===== src/rtl/load_store_sequencer.sv =====
// Multicycle load/store sequencer between the control unit and a 64-bit data memory.
// Optional build macro LSS_MISALIGN_TRAP_EN: trap misaligned requests instead of forcing natural alignment.
module load_store_sequencer #(
    parameter int MAX_WAIT = 15
) (
    input  logic        clk,
    input  logic        reset,
    input  logic        start,
    input  logic        is_store,
    input  logic [1:0]  size,
    input  logic [63:0] addr,
    input  logic [63:0] store_data,
    output logic        busy,
    output logic        done,
    output logic        err,
    output logic [63:0] mem_addr,
    output logic        mem_rd,
    output logic        mem_wr,
    output logic [63:0] mem_wdata,
    input  logic        mem_ack,
    input  logic [63:0] mem_rdata,
    output logic [1:0]  ext_type,
    output logic [63:0] load_data,
    output logic        reg_wr
);

    typedef enum logic [2:0] {
        S_IDLE, S_READ, S_MERGE, S_WRITE, S_LDWB, S_FIN, S_ERR
    } state_t;

    state_t      state, state_d;
    logic [63:0] addr_q;
    logic [63:0] store_data_q;
    logic [63:0] data_buf;
    logic [1:0]  size_q;
    logic        is_store_q;
    logic [7:0]  wait_cnt;
    logic [2:0]  off;
    logic        timeout;

    // Low address bits that must be zero for a naturally aligned access of this size.
    function automatic logic [2:0] lane_mask(input logic [1:0] sz);
        case (sz)
            2'b00:   return 3'b111;
            2'b01:   return 3'b011;
            2'b10:   return 3'b001;
            default: return 3'b000;
        endcase
    endfunction

    function automatic logic [63:0] merge_lanes(input logic [63:0] dw, input logic [63:0] sd,
                                                input logic [2:0] lane_off, input logic [1:0] sz);
        logic [63:0] r;
        int o;
        int nb;
        r  = dw;
        o  = int'(lane_off);
        nb = 8 >> sz;
        for (int i = 0; i < 8; i++) begin
            if (i >= o && i < o + nb)
                r[8*i +: 8] = sd[8*(i-o) +: 8];
        end
        return r;
    endfunction

`ifdef LSS_MISALIGN_TRAP_EN
    logic misalign;
    assign off      = addr_q[2:0];
    assign misalign = |(addr[2:0] & lane_mask(size));
`else
    assign off = addr_q[2:0] & ~lane_mask(size_q);
`endif

    assign timeout   = (wait_cnt == 8'(MAX_WAIT)) && !mem_ack;
    assign mem_addr  = {addr_q[63:3], 3'b000};
    assign mem_wdata = data_buf;
    assign load_data = data_buf >> {off, 3'b000};
    assign ext_type  = size_q;

    always_ff @(posedge clk or posedge reset) begin
        if (reset) state <= S_IDLE;
        else       state <= state_d;
    end

    always_comb begin
        state_d = state;
        busy    = (state != S_IDLE);
        done    = 1'b0;
        err     = 1'b0;
        reg_wr  = 1'b0;
        mem_rd  = 1'b0;
        mem_wr  = 1'b0;
        case (state)
            S_IDLE: begin
                if (start) begin
`ifdef LSS_MISALIGN_TRAP_EN
                    if (misalign) state_d = S_ERR;
                    else
`endif
                    if (is_store && size == 2'b00) state_d = S_WRITE;
                    else                           state_d = S_READ;
                end
            end
            S_READ: begin
                mem_rd = !timeout;
                if (mem_ack) begin
                    state_d = is_store_q ? S_MERGE : S_LDWB;
                end else if (timeout) begin
                    err     = 1'b1;
                    state_d = S_IDLE;
                end
            end
            S_MERGE: state_d = S_WRITE;
            S_WRITE: begin
                mem_wr = !timeout;
                if (mem_ack) begin
                    state_d = S_FIN;
                end else if (timeout) begin
                    err     = 1'b1;
                    state_d = S_IDLE;
                end
            end
            S_LDWB: begin
                reg_wr  = 1'b1;
                done    = 1'b1;
                state_d = S_IDLE;
            end
            S_FIN: begin
                done    = 1'b1;
                state_d = S_IDLE;
            end
            S_ERR: begin
                err     = 1'b1;
                state_d = S_IDLE;
            end
            default: state_d = S_IDLE;
        endcase
    end

    always_ff @(posedge clk or posedge reset) begin
        if (reset) begin
            addr_q       <= '0;
            store_data_q <= '0;
            size_q       <= '0;
            is_store_q   <= 1'b0;
            data_buf     <= '0;
            wait_cnt     <= '0;
        end else begin
            if (state == S_IDLE && start) begin
                addr_q       <= addr;
                store_data_q <= store_data;
                size_q       <= size;
                is_store_q   <= is_store;
            end
            // Full-doubleword stores skip the read and write the request data directly.
            if (state == S_IDLE && state_d == S_WRITE)
                data_buf <= store_data;
            else if (state == S_READ && mem_ack)
                data_buf <= mem_rdata;
            else if (state == S_MERGE)
                data_buf <= merge_lanes(data_buf, store_data_q, off, size_q);
            if (state == S_READ || state == S_WRITE) begin
                if (!mem_ack) wait_cnt <= wait_cnt + 8'd1;
            end else begin
                wait_cnt <= '0;
            end
        end
    end

endmodule


===== config.mk =====
export PLATFORM = sky130hd
export DESIGN_NAME = load_store_sequencer
export DESIGN_NICKNAME = d
export VERILOG_FILES = /design/src/rtl/load_store_sequencer.sv
export SDC_FILE = /design/constraint.sdc
export NUM_CORES = 1
export LEC_CHECK = 0
export ABC_AREA = 1
export CORE_MARGIN = 3
export CORE_UTILIZATION = 55
export CTS_CLUSTER_DIAMETER = 80
export DETAILED_ROUTE_END_ITERATION = 16
export DONT_BUFFER_PORTS = 1
export PLACE_DENSITY = 0.7
export RECOVER_POWER = 50
export SYNTH_ARGS = -nofsm -noshare
export SYNTH_HDL_FRONTEND = slang
export SYNTH_SLANG_ARGS = --single-unit
export TNS_END_PERCENT = 1

===== constraint.sdc =====
create_clock -name clk -period 9.2 [get_ports clk]
set_input_delay 1.84 -clock clk [delete_from_list [all_inputs] [get_ports clk]]
set_output_delay 1.84 -clock clk [all_outputs]
set_load 0.03 [all_outputs]

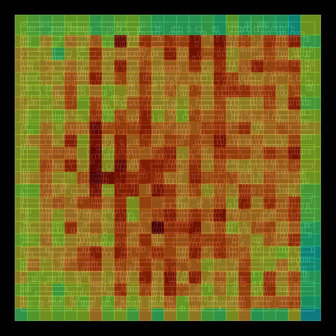
congestion.png
GRT met2 Usage: 59.6%
final design utilization: 57.6%
GRT busiest layer: met2
gr usage total: 40.7%

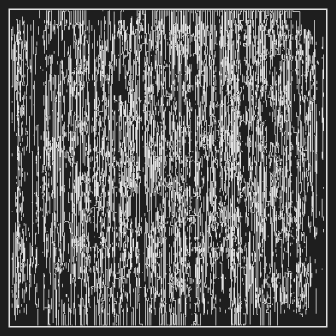
layer_met2.png
main direction: vertical
share of all routed wire: 42%
longest straight run: 86.0 um
wire length on this layer: 25.3 mm
nets with wire on the layer: 1847

==> results.ini <==
[global_routing]
grt_pass1_wl_mm = 89.3
grt_max_degree = 142
use_met1_pct = 56.6
grt_util_met3_pct = 11.6

[placed_design]
io_buffers = 0
dp_hpwl_mm = 45.0
gp_congestion = 1.02

[status]
run_status = complete, but fails checks
violations = capacitance limit, slew limit

[setup_path]
worstReg2RegStart = state[2]
cp_max_fo = 141
cp_cell_sequence = inv_1
cp_slowest_cell = inv_1

[job]
drv_cap = 4

[timing]
max_freq_mhz = 155
drv_slew = 397

[layout]
final_nets = 2409
drive_above_1_share_pct = 4.34

[worst_hold_path]
worstHoldPathCells = 2
hold_start = is_store_q
hold_path_end = is_store_q
hp-class = register to register

[clocking]
clockRootBuffer = clkbuf_16
clk_pin_slew_ps = 60
cts_sinks = 206
clockBufferDepth = 3
insertion_delay_ps = 530

[logic_synthesis]
syn_area_um2 = 14800
synthDistinctLibCells = 40

[die]
initCoreUtil_pct = 56.3
placementRows = 59
dieArea_um2 = 28800
die_h_um = 170

[route]
via_count = 15600
top_layer_used = met5

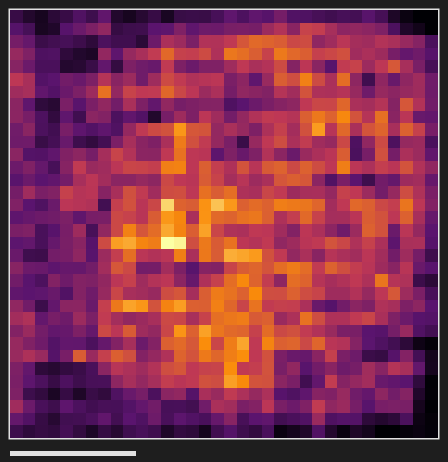
metal_density.png
Bar = 50 um. 34 x 34 tiles, from black (low) to pale yellow (high), scaled to the fullest tile. Values are wire area over tile area, all layers added.
fullest tile: 0.93
nearly empty tiles: 1.0%
mean over tiles: 0.37
tiles over half the peak: 28%
densest ninth of the die: centre

worst register-to-register path, delay by kind of cell (launching register included):
| family | cells | cell delay [ps] |
|---|---|---|
| flops | 1 | 430 |
| buf+inv | 2 | 2950 |
| simple gates | 2 | 680 |
| compound gates | 1 | 490 |
cells in the mapped netlist, types with 16 or more instances:
cell,count,share of area (%)
nand2_1,1064,27
nand3_1,267,9.1
dfrtp_1,206,35
o21ai_0,193,6.5
inv_1,129,3.3
nor2_1,93,2.4
buf_4,74,3.8
clkbuf_1,63,1.6
buf_2,45,1.5
a21oi_1,41,1.4
o211ai_1,27,1.4
o21ai_1,24,0.81
mux2i_1,16,1.1
state kept, by name, summed over array words and instances (netlist names):
signal and flops:
ext_type 2, state 3, mem_wdata 64, wait_cnt 8, is_store_q 1, addr_q 64, store_data_q 64
layout make-up:
| cell class | instances | area share, % |
|---|---|---|
| Clock inverter | 13 | 1.39 |
| Antenna cell | 2 | 0.0332 |
| Inverter | 133 | 3.31 |
| Multi-Input combinational cell | 1811 | 53.2 |
| Clock buffer | 27 | 4.11 |
| Sequential cell | 206 | 34.2 |
| Tap cell | 335 | 2.78 |
| Timing Repair Buffer | 21 | 0.970 |
stage by stage:
stage	cells	setup slack, ps	hold WS (ps)	area (um^2)
final	2548	2770	498	15100
after global routing	2546	1770	524	15100
after CTS	2546	3340	494	15100
after detailed placement	2506	3890	478	14300
after global placement	2506	3970	466	14300
after floorplan	2343	1740	442	14800
cells by family after synthesis:
group	count (synthesis)	synth area share, %
AND-OR/OR-AND	300	10.9
adder cells (fa/ha/maj)	14	1.19
buffers and inverters	326	10.8
flip-flops	206	34.9
multiplexers	16	1.09
other	1	0.0254
AND/OR/NAND/NOR	1478	41.1
